===== src/rtl/alu_pkg.sv =====
// Shared definitions for the shared-ALU controller: default widths, function codes, FSM states.
package alu_pkg;

    localparam int unsigned DefDw  = 8;
    localparam int unsigned DefFsw = 3;

    typedef enum logic [2:0] {
        FsMov = 3'b000,
        FsAdd = 3'b001,
        FsSub = 3'b010,
        FsAbs = 3'b011,
        FsNot = 3'b100,
        FsAnd = 3'b101,
        FsNeg = 3'b110,
        FsHlt = 3'b111
    } alu_fs_e;

    typedef enum logic [1:0] {
        StIdle    = 2'b00,
        StIssue   = 2'b01,
        StCapture = 2'b10,
        StHalt    = 2'b11
    } ctrl_state_e;

endpackage


===== src/rtl/alu_rr_arbiter.sv =====
// Two-way round-robin arbiter; the priority pointer advances past the winner on each update strobe.
module alu_rr_arbiter (
    input  logic clk,
    input  logic rst,
    input  logic req0,
    input  logic req1,
    input  logic update,
    output logic grant0,
    output logic grant1
);

    logic ptr_q;

    // A lone requester wins regardless of the pointer.
    assign grant0 = req0 & (~req1 | ~ptr_q);
    assign grant1 = req1 & (~req0 | ptr_q);

    always_ff @(posedge clk) begin
        if (rst) begin
            ptr_q <= 1'b0;
        end else if (update) begin
            ptr_q <= grant0;
        end
    end

endmodule


===== src/rtl/alu_share_ctrl.sv =====
// Sequences one operation at a time from two requesters onto a single shared ALU and
// steers the registered ALU result back to the requester that issued it.
module alu_share_ctrl
    import alu_pkg::*;
#(
    parameter int unsigned DW  = DefDw,
    parameter int unsigned FSW = DefFsw
) (
    input  logic           clk,
    input  logic           rst,
    input  logic           req0_valid,
    output logic           req0_ready,
    input  logic [FSW-1:0] req0_fs,
    input  logic [DW-1:0]  req0_a,
    input  logic [DW-1:0]  req0_b,
    input  logic           req1_valid,
    output logic           req1_ready,
    input  logic [FSW-1:0] req1_fs,
    input  logic [DW-1:0]  req1_a,
    input  logic [DW-1:0]  req1_b,
    output logic           resp0_valid,
    output logic [DW-1:0]  resp0_result,
    output logic           resp1_valid,
    output logic [DW-1:0]  resp1_result,
    output logic           alu_enable,
    output logic [FSW-1:0] alu_fs,
    output logic [DW-1:0]  alu_a,
    output logic [DW-1:0]  alu_b,
    input  logic [DW-1:0]  alu_result,
    output logic           busy,
    output logic           halted
);

    ctrl_state_e    state_q, state_d;
    logic           owner_q, owner_d;
    logic [FSW-1:0] fs_q, fs_d;
    logic [DW-1:0]  a_q, a_d;
    logic [DW-1:0]  b_q, b_d;
    logic           grant0, grant1;
    logic           accept;
    logic           in_idle;

    // Arbiter only sees requests while the controller can take one.
    assign in_idle = (state_q == StIdle) & ~rst;

    alu_rr_arbiter u_arb (
        .clk    (clk),
        .rst    (rst),
        .req0   (req0_valid & in_idle),
        .req1   (req1_valid & in_idle),
        .update (accept),
        .grant0 (grant0),
        .grant1 (grant1)
    );

    always_comb begin
        state_d    = state_q;
        owner_d    = owner_q;
        fs_d       = fs_q;
        a_d        = a_q;
        b_d        = b_q;
        accept     = 1'b0;
        req0_ready = 1'b0;
        req1_ready = 1'b0;
        unique case (state_q)
            StIdle: begin
                req0_ready = grant0;
                req1_ready = grant1;
                if (grant0 | grant1) begin
                    accept  = 1'b1;
                    owner_d = grant1;
                    fs_d    = grant1 ? req1_fs : req0_fs;
                    a_d     = grant1 ? req1_a : req0_a;
                    b_d     = grant1 ? req1_b : req0_b;
                    state_d = (fs_d == FsHlt) ? StHalt : StIssue;
                end
            end
            StIssue:   state_d = StCapture;
            StCapture: state_d = StIdle;
            StHalt:    state_d = StHalt;
            default:   state_d = StIdle;
        endcase
    end

    always_ff @(posedge clk) begin
        if (rst) begin
            state_q <= StIdle;
            owner_q <= 1'b0;
            fs_q    <= '0;
            a_q     <= '0;
            b_q     <= '0;
        end else begin
            state_q <= state_d;
            owner_q <= owner_d;
            fs_q    <= fs_d;
            a_q     <= a_d;
            b_q     <= b_d;
        end
    end

    // Gating with rst suppresses the pulse when reset lands mid-operation.
    assign alu_enable   = (state_q == StIssue) & ~rst;
    assign resp0_valid  = (state_q == StCapture) & ~owner_q & ~rst;
    assign resp1_valid  = (state_q == StCapture) & owner_q & ~rst;
    assign resp0_result = resp0_valid ? alu_result : '0;
    assign resp1_result = resp1_valid ? alu_result : '0;
    assign alu_fs       = fs_q;
    assign alu_a        = a_q;
    assign alu_b        = b_q;
    assign busy         = (state_q != StIdle);
    assign halted       = (state_q == StHalt);

endmodule


===== config.mk =====
export PLATFORM = sky130hd
export DESIGN_NAME = alu_share_ctrl
export DESIGN_NICKNAME = d
export VERILOG_FILES = /design/src/rtl/alu_pkg.sv /design/src/rtl/alu_rr_arbiter.sv /design/src/rtl/alu_share_ctrl.sv
export SDC_FILE = /design/constraint.sdc
export NUM_CORES = 1
export LEC_CHECK = 0
export CAP_MARGIN = 25
export CORE_UTILIZATION = 38
export CTS_CLUSTER_DIAMETER = 80
export DETAILED_ROUTE_END_ITERATION = 6
export HOLD_SLACK_MARGIN = 0.15
export MAX_ROUTING_LAYER = met4
export PLACE_DENSITY = 0.83
export SYNTH_ARGS = -nofsm -noshare
export SYNTH_HDL_FRONTEND = slang
export SYNTH_HIERARCHICAL = 1
export SYNTH_SLANG_ARGS = --single-unit

===== constraint.sdc =====
create_clock -name clk -period 6.9 [get_ports clk]
set_clock_uncertainty 0.1 [all_clocks]
set_input_delay 1.38 -clock clk [delete_from_list [all_inputs] [get_ports clk]]
set_output_delay 1.38 -clock clk [all_outputs]
set_load 0.005 [all_outputs]

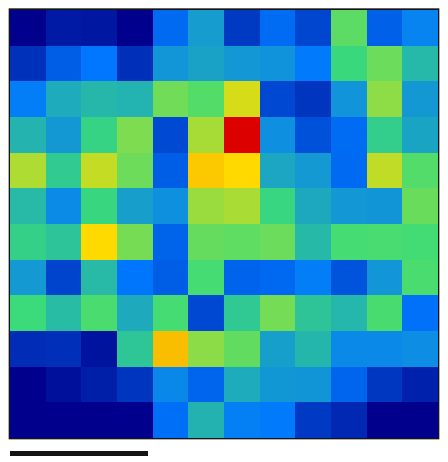
**Above:** run 1 (wire density map).
Scale bar: 20 microns. The die is cut into 12 by 12 equal tiles; dark blue is low, red is high, scaled to the fullest tile. Values are wire area over tile area, all layers added.
nearly empty tiles: 6.2%
mean over tiles: 0.15
emptiest ninth of the die: south-west
average wire per standard cell: 12.6 microns
global-route usage over all layers: 18.8%

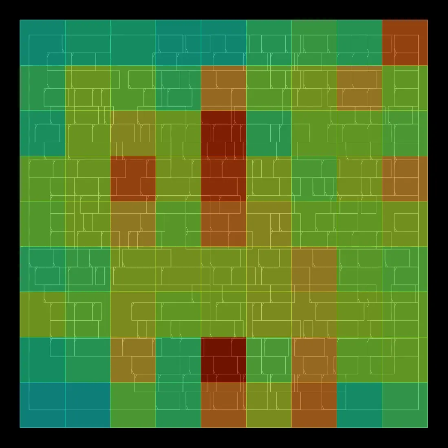
**Above:** run 1 (routing congestion).
GR met2 Demand/Resource: 32.3%
grt met3 use: 5.70%
highest-utilization routing layer at the global route stage: met2
final cell utilization of the core: 67.9%
GR Layer Usage met1: 20.9%

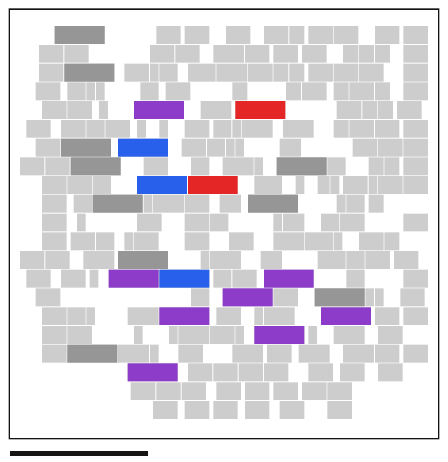
**Above:** run 1 (sequential cells grouped by signal name).
Scale bar: 20 microns.
| name in the netlist | color | placed flops |
|---|---|---|
| alu_fs | blue | 3 |
| state_q | red | 2 |
| alu_b | purple | 8 |

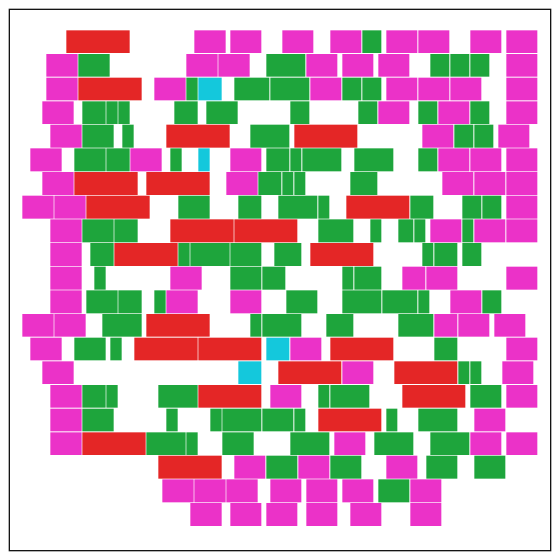
**Above:** run 1 (cells colored by class).
| class | color | cells | share of their area |
|---|---|---|---|
| remaining buffers and delay cells | magenta | 93 | 41% |
| remaining logic cells | green | 107 | 37% |
| sequential cells | red | 23 | 21% |
| clock drivers and dummy loads | cyan | 4 | 1.2% |
flop share of the area: 20.0%
core area: 3390 sq um

==> results.txt, run 1 <==
Results of the run.

The number of antenna violations at the first check in global routing is 0. The pin count of the biggest net entering global routing is ~40. The first-pass GRT wire length is 5880 microns.

The top cell type by area accounts for between 30% and 40% of the synthesized area. Of the total synthesized cell area, the portion taken by AND, OR, NAND and NOR gates is between 20 and 25%. Synthesis produced a netlist with a net count of 195.

The maximum fanout count along the critical path is 29. The count of standard-cell rows is 21. The HPWL reported at the end of detailed placement is about 2700 microns.

The final period demand of the worst path is 4.78 ns. The count of warning messages emitted by the tools is 30. The launching point of the worst reg2reg path is state_q[0]. In the CTS report, the clock slew at the register clock pins of the worst setup and hold paths is listed as 0.12 ns. Synthesis produced a netlist whose cell count is 140. On the critical path, the stage with the largest delay is an instance of sky130_fd_sc_hd__clkdlybuf4s50_1. The final worst-path cycle share is 69.2%. The routed layout has 1337 vias. Summed over all sequential cells, the power is 204 uW. The cell-mix breakdown from Yosys lists the compound-gate area share as a little under a fifth. Per the CTS log, the root buffer master is sky130_fd_sc_hd__clkbuf_4. Of the total power, registers draw 32.9%. Pins over their slew limit in the final report were tallied at 0. The mean instance size in the synthesized netlist is 9.81 sq um.

Yosys attributes the largest share of cell area to sky130_fd_sc_hd__dfxtp_1, sky130_fd_sc_hd__mux2i_1, sky130_fd_sc_hd__a211oi_2. TritonCTS created 3 clock buffers. The leakage power figure is 0.835 nW.

Summing all placed instances gives a cell area of around 2300 sq um. Looking at the hold checks, the worst path lands on alu_a[0]. For reference, the critical path cell chain is clkdlybuf4s50_1 > buf_4 > nor3b_1 > a21boi_2 > nand2_1 > inv_1 > clkdlybuf4s50_1. The adder-cell area share of the yosys netlist is 4.55%.

For this run, the leading register cell type out of synthesis is sky130_fd_sc_hd__dfxtp_1. No sink is reached through more buffers than the 2 on the longest clock path. Per the synthesis report, the dominant area consumer among library cells is sky130_fd_sc_hd__dfxtp_1.

The via count normalized by instance count is 4.90. The launch point of the worst min-delay path is recorded as alu_a[0]. The data arrival time of the critical path is 3.30 ns.

Combinational power for this build is 352 uW. The final antenna diode tally reported by the flow is 0. TritonCTS built the clock tree.

The power report attributes to the clock group a share of 10.2%. In this run the full chip footprint comes out at 3860 sq um. Per the cell usage report, the commonest logic cells after layout are sky130_fd_sc_hd__clkdlybuf4s50_1, sky130_fd_sc_hd__dfxtp_1, sky130_fd_sc_hd__nor2_1. The number of warnings printed during yosys synthesis is 6. The worst setup path is captured at an output port. The kind of cell with the highest combined delay along the critical path is buffers and inverters. In this run the horizontal extent of the chip is approximately 62 microns.

The synthesized netlist was found by Yosys to have 140 cells. The post-CTS setup buffer count is 0. The script parses the final routing iteration and logs DRC violations as 0. The number of global-route vias before repair is 1353. The depth of the worst register-to-register path is 9.

The met2 routed wirelength is 1700 microns. The power report shows net switching accounting for a little over a third of the total. The run finished with clean final reports. Once layout is complete, the cells apart from fillers number 273. The synthesized cell area is approximately 1400 sq um.
run 1: final cells by class:
cell class,count,area (sq um),share of cell area [%]
inverter,6,22.5,0.979
multi-input combinational,101,808,35.1
timing repair buffer,93,926,40.2
tap,46,57.6,2.50
clock buffer,4,26.3,1.14
sequential,23,460,20.0
run 1: worst max-delay path by stage:
stage / to / cells after the start
3_3_place_gp: req0_ready / 7
3_5_place_dp: req0_ready / 7
6_report: req0_ready / 7
2_1_floorplan: req1_ready / 6
4_1_cts: req0_ready / 7
5_1_grt: req0_ready / 7
==> inputs of run 2 (changes only) <==
--- a/config.mk
+++ b/config.mk
@@ -6,12 +6,12 @@
 export NUM_CORES = 1
 export LEC_CHECK = 0
 export CAP_MARGIN = 25
-export CORE_UTILIZATION = 38
+export CORE_UTILIZATION = 36
 export CTS_CLUSTER_DIAMETER = 80
 export DETAILED_ROUTE_END_ITERATION = 6
 export HOLD_SLACK_MARGIN = 0.15
 export MAX_ROUTING_LAYER = met4
-export PLACE_DENSITY = 0.83
+export PLACE_DENSITY = 0.79
 export SYNTH_ARGS = -nofsm -noshare
 export SYNTH_HDL_FRONTEND = slang
 export SYNTH_HIERARCHICAL = 1
==> constraint.sdc (replaced) <==
create_clock -name clk -period 4.9 [get_ports clk]
set_clock_uncertainty 0.1 [all_clocks]
set_input_delay 0.98 -clock clk [delete_from_list [all_inputs] [get_ports clk]]
set_output_delay 0.98 -clock clk [all_outputs]
set_load 0.005 [all_outputs]
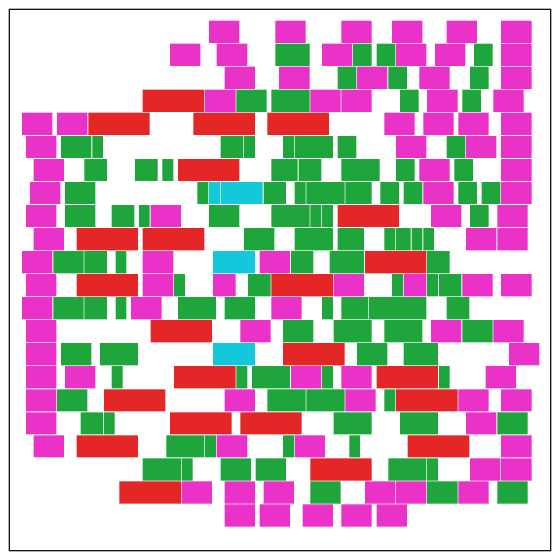
**Above:** run 2 (cells colored by class).
| class | color | cells | share of their area |
|---|---|---|---|
| clock drivers and dummy loads | cyan | 4 | 2.0% |
| sequential cells | red | 23 | 20% |
| remaining buffers and delay cells | magenta | 93 | 41% |
| remaining logic cells | green | 107 | 37% |

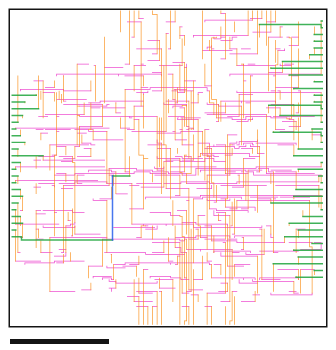
**Above:** run 2 (signal wires by layer).
Scale bar: 20 microns.
| layer | color | wire length |
|---|---|---|
| M4 | blue | 12.9 microns |
| M2 | orange | 1490 microns |
| M1 | magenta | 1550 microns |
| M3 | green | 247 microns |
average wire per standard cell: 12.0 microns
post-detailed-routing wire length: 3300 microns

==> run 2 against run 1 <==
Against the previous run: critical path depth shrank 1; synthesized area is the same; count of clock-buffer cells in the layout is the same; register-to-register slack lost 2.0 ns; total power grew 44%; largest cell class unchanged.
==> results.txt, run 2 <==
Results of the run.

The flow ran to the end, and the final reports show no timing, DRC or antenna violations. The first-pass GRT wire length came to 5650 microns (-3.9%). The nature of the critical path endpoint is an output port. The synthesized cell area is 1370 sq um (unchanged). Per the synth stats, the flop cell with the highest instance count is sky130_fd_sc_hd__dfxtp_1. Per the timing report, the most critical flop-to-flop path originates at state_q[0].

The pin count of the biggest net entering global routing is 40 (unchanged). The largest contributor to cell area by class is buffers. Per the hold report, the tightest min-delay path originates at alu_a[4]. The buffer depth of the longest clock path is 2 (unchanged). The count of warning messages emitted by the tools is 30 (unchanged).

The HPWL reported at the end of detailed placement is 2550 microns (-3.8%). The slowest stage of the critical path belongs to the cell sky130_fd_sc_hd__clkdlybuf4s50_1. The share of the synthesized area in the top cell type is 33.5% (unchanged). The clock-cell share of area is 1.93% (+0.79 points).

The diode insertion count for antenna repair is 0 (unchanged). The synthesized instance count is 140 (unchanged). The total placed instance area is 2280 sq um (+0.44%). The global-route total usage across every layer was 17.8% (-0.98 points). The number of logic gates is 101 (unchanged). The post-CTS setup buffer count is 0 (unchanged). TritonCTS built the clock tree. The final worst-path cycle share is 85.6%. The combined area of the multi-input logic cells is 816 sq um (+0.93%). The total die area is 4070 sq um (+5.4%).

The maximum fanout count along the critical path is 13 (-55%). The cell accounting for the most synthesized area is sky130_fd_sc_hd__dfxtp_1. The kind of cell adding the most delay to the critical path is buffers and inverters. The count of standard-cell rows is 22 (+4.8%). The clock group share of total power came to 12.8% (+2.6 points).

The power in sequential cells came to 283 uW (+39%). The clock input transition at the sequential cells of the worst setup and hold paths is 0.08 ns (-0.04 ns). The fraction of met1 tracks used by global routing is 23.5% (+2.6 points). The simple-gate share of the synthesized area is 20.2% (unchanged). The global routing stage identified its most utilized layer as met2. The leakage power figure is 0.844 nW (+1.2%). The switching share of power is 34.0% (-1.5 points).

The count of final max-slew check failures is 0 (unchanged). The post-route DRC violation count is 0 (unchanged). The met3 usage was 3.57% (-2.1 points). Ranking logic cells in the layout by count gives the top entries sky130_fd_sc_hd__clkdlybuf4s50_1, sky130_fd_sc_hd__dfxtp_1, sky130_fd_sc_hd__nor2_1.

The number of warnings printed during yosys synthesis is 6 (unchanged). The number of global-route vias before repair was 1272 (-6.0%). The count of plain and timing-repair buffers came to 93 (unchanged). The core footprint is 3660 sq um (+8.0%). The TritonCTS buffer count is 3 (unchanged).

The chip width is 63.8 microns (+2.7%). The post-synthesis net count is 195 (unchanged). The non-filler instance count after layout is 275 (+0.73%). The hold-critical path endpoint is alu_a[4].

The count of sequential standard cells came to 23 (unchanged). The clock buffer count in the final layout is 4 (unchanged). The number of antenna violations at the first check in global routing is 0 (unchanged).

The root buffer cell is sky130_fd_sc_hd__clkbuf_8. The total number of tap cells is 48 (+4.3%). The combinational-cell power consumption is 496 uW (+41%). The area fraction in compound gates after synthesis is 19.1% (unchanged).
[run 2: cells by family (layout without fill, tap and decap cells)]
| group | count (synthesis) | after routing |
|---|---|---|
| AND-OR/OR-AND | 27 | 27 |
| adder cells (fa/ha/maj) | 5 | 5 |
| buffers and inverters | 16 | 103 |
| flip-flops | 23 | 23 |
| multiplexers | 20 | 20 |
| AND/OR/NAND/NOR | 49 | 49 |
[run 2: worst max-delay path by stage]
stage	endpoint	start	depth (start not counted)
after CTS	req0_ready	rst	6
final	req0_ready	rst	6
after floorplan	req1_ready	rst	6
after detailed placement	req0_ready	rst	6
after global placement	req0_ready	rst	6
after global routing	req0_ready	rst	6
[run 2: layer usage]
layer	part of all wire (%)	vias to the layer above
met3	7.4	2
met5	0	-
met2	45	61
met1	47	572
li1	-	659
met4	0.36	0
==> inputs of run 3 (changes only) <==
--- a/config.mk
+++ b/config.mk
@@ -11,7 +11,7 @@
 export DETAILED_ROUTE_END_ITERATION = 6
 export HOLD_SLACK_MARGIN = 0.15
 export MAX_ROUTING_LAYER = met4
-export PLACE_DENSITY = 0.79
+export PLACE_DENSITY = 0.89
 export SYNTH_ARGS = -nofsm -noshare
 export SYNTH_HDL_FRONTEND = slang
 export SYNTH_HIERARCHICAL = 1
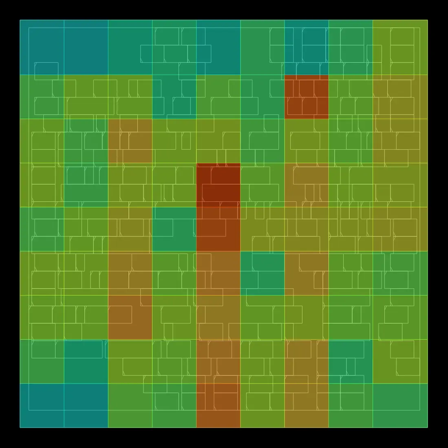
**Above:** run 3 (routing congestion).
average wire per standard cell: 11.4 microns
GR Layer Usage met1: 18.4%
grt met3 use: 4.82%
GR met2 Demand/Resource: 30.5%
global-route usage over all layers: 17.0%

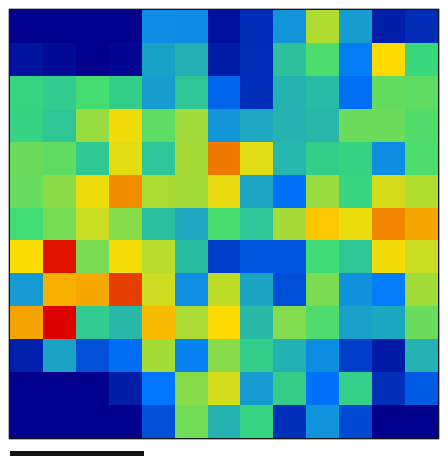
**Above:** run 3 (wire density map).
Scale bar: 20 microns. The die is cut into 13 by 13 equal tiles; dark blue is low, red is high, scaled to the fullest tile. Values are wire area over tile area, all layers added.
post-detailed-routing wire length: 3140 microns
vias: 1316

==> run 3 against run 2 <==
Against the previous run: register-to-register slack improved by 0.07 ns; global-route usage is 0.78 points lower; count of clock-buffer cells in the layout fell by 1; final cell count unchanged; synthesized area is the same; non-clock buffer count stayed put; flip-flop count unchanged; combinational power decreased by 0.8%; first-iteration DRC count down 56%; sequential power about the same; critical path type unchanged.
==> results.txt, run 3 <==
Results of the run.

The flow ran to the end, and the final reports show no timing, DRC or antenna violations. The worst path required time is 3.82 ns. Sequential cells burn 31.6% of the power.

The post-synthesis cell count from yosys is between 100 and 150. The leakage power figure came to 0.841 nW (-0.35%). The count of cell types in the netlist is 31. The chip width is 63.8 microns (unchanged).

In the synthesized netlist the async set-or-reset flop fraction comes to 0%. ~92 I/O pins were placed. Looking at the clock tree report, the H-tree level count equals 1. The peak per-stage delay on the critical path is 0.64 ns. The xor/xnor share of the synthesized area is 0%. Synthesis inferred 23 register bits. The worst setup slack after placement is 0.868 ns. The number of antenna violations at the first check in global routing is 0 (unchanged). The adder-cell area share of the yosys netlist is 4.55%. The TritonCTS buffer count is 3 (unchanged). The switching component of the power is 309 uW. The post-route DRC violation count is 0 (unchanged). In this run the tool buffered the top-level ports with 91 buffer cells. At the end of routability-driven placement, the weighted congestion stood at around 0.66.

Along the critical path, the tally of buffer and inverter instances is 3. The post-synthesis net count is 195 (unchanged). The HPWL reported at the end of detailed placement is 2470 microns (-3.5%). The post-CTS setup buffer count was 0 (unchanged). The combinational-cell power consumption is 492 uW (-0.8%). The number of failing hold endpoints at the final stage is 0. The flow reports power dissipated in the clock network as 121 uW. The top flip-flop cell by instance count after synthesis is sky130_fd_sc_hd__dfxtp_1. In this run the VDD rail shows a maximum IR drop of 0.000195 V. The number of global-route vias before repair is 1250 (-1.7%). The count of instances resized after the clock tree is built is 0. The area fraction in compound gates after synthesis is 19.1% (unchanged). The maximum fanout count along the critical path is 12 (-1).

The non-filler instance count after layout is 275 (unchanged). The simple-gate share of the synthesized area was 20.2% (unchanged). The total die area came to 4070 sq um (unchanged). The number of warnings printed during yosys synthesis was 6 (unchanged).

The via count normalized by instance count is 4.79. The met3 layer wire length in the routed design is 239 microns (-2.8%). The total cell area reported by yosys after synthesis is 1370 sq um. The post-synthesis cell type with the largest instance count is sky130_fd_sc_hd__dfxtp_1. On the final layout, the worst hold slack is approximately 0.4 ns. The share of the core area taken by cells at floorplan is 37.5%. The count of standard-cell rows is 22 (unchanged). The count of warning messages emitted by the tools is 30 (unchanged).

The worst setup path is launched from an input pin. The met2 routed wirelength came to 1530 microns (+2.7%). The setup slack of the critical path after layout is between 0.8 and 0.9 ns.

The residual overflow from global routing is 0. The clock input transition at the sequential cells of the worst setup and hold paths was 0.09 ns (about the same). The total internal power is approximately 590 uW. In this run the tightest slew margin relative to its limit is 46.9%. The diode insertion count for antenna repair is 0 (unchanged).

The signed area change from the synthesized netlist to the final layout is 69.3%. The TritonCTS clock tree is yes. The nature of the critical path endpoint is an output port. The synthesized cell area came to 1370 sq um (unchanged). The clock group share of total power is 13.5% (+0.7 points). The combined area of the multi-input logic cells came to 808 sq um (-0.92%). The mean instance size in the synthesized netlist is 9.81 sq um.

The highest routing layer actually used is met4. The total placed instance area is 2280 sq um (-0.33%). At the later pin of the worst-skew pair, clock insertion delay measures 0.27 ns. The met1 wire length is 1340 microns (-13%). The switching share of power is 34.4% (+0.37 points). Per STA, the worst path is made up of clkdlybuf4s50_1 > nor3b_1 > a21boi_2 > nand2_1 > inv_1 > clkdlybuf4s50_1. The synthesized instance count came to 140 (unchanged). The power density of the placed cells is 386 nW/um^2. The core footprint is 3660 sq um (unchanged). The pin count of the biggest net entering global routing is 40 (unchanged). The share of the synthesized area in the top cell type was 33.5% (unchanged). The sequential cell area is 460 sq um. The power in sequential cells was 284 uW (about the same). The final core utilization is a little under two thirds. The first-pass GRT wire length is 5410 microns (-4.3%). In the layout the commonest cells are sky130_fd_sc_hd__clkdlybuf4s50_1, sky130_fd_sc_hd__dfxtp_1, sky130_fd_sc_hd__nor2_1.

The main area contributors are sky130_fd_sc_hd__dfxtp_1, sky130_fd_sc_hd__mux2i_1, sky130_fd_sc_hd__a211oi_2. The net total in the final layout is 283. The buffer depth of the longest clock path is 2 (unchanged). The slowest cell on the critical path is sky130_fd_sc_hd__clkdlybuf4s50_1.

The count of final max-slew check failures is 0 (unchanged). The area fraction in mux cells is 14.7%. The tree is rooted in a sky130_fd_sc_hd__clkbuf_8. The kind of cell adding the most delay to the critical path is buffers and inverters. After clock tree synthesis, the flow added hold-fix buffers numbering 0.

The final worst-path cycle share was 81.8% (-3.8 points). Per the synthesis report, the dominant area consumer among library cells is sky130_fd_sc_hd__dfxtp_1. The part of the Yosys area used for sequential elements is around 34%.
==> run 3: worst paths after layout <==
| kind | slack, ns | cells after the start | startpoint | endpoint |
|---|---|---|---|---|
| setup / recovery | 0.89 | 6 | rst | req0_ready |
| hold / removal | 0.41 | 2 | alu_a[3] | alu_a[3] |
| setup reg to reg | 1.96 | 9 | state_q[0] | alu_fs[2] |
| hold reg to reg | 0.41 | 2 | alu_a[3] | alu_a[3] |
==> run 3: layout make-up <==
type	count	share of cell area, %
timing repair buffer	93	39.8
multi-input combinational	101	34.7
sequential	23	19.8
tap	48	2.58
clock buffer	3	1.78
inverter	6	0.968
clock inverter	1	0.323
==> run 3: metal layers <==
metal,vias up,track usage [%]
met2,60,30.5
met5,-,-
met4,0,4.26
met3,4,4.82
li1,662,-
met1,590,18.4
Power figures rest on the tool's default switching activity, not on a simulated workload.
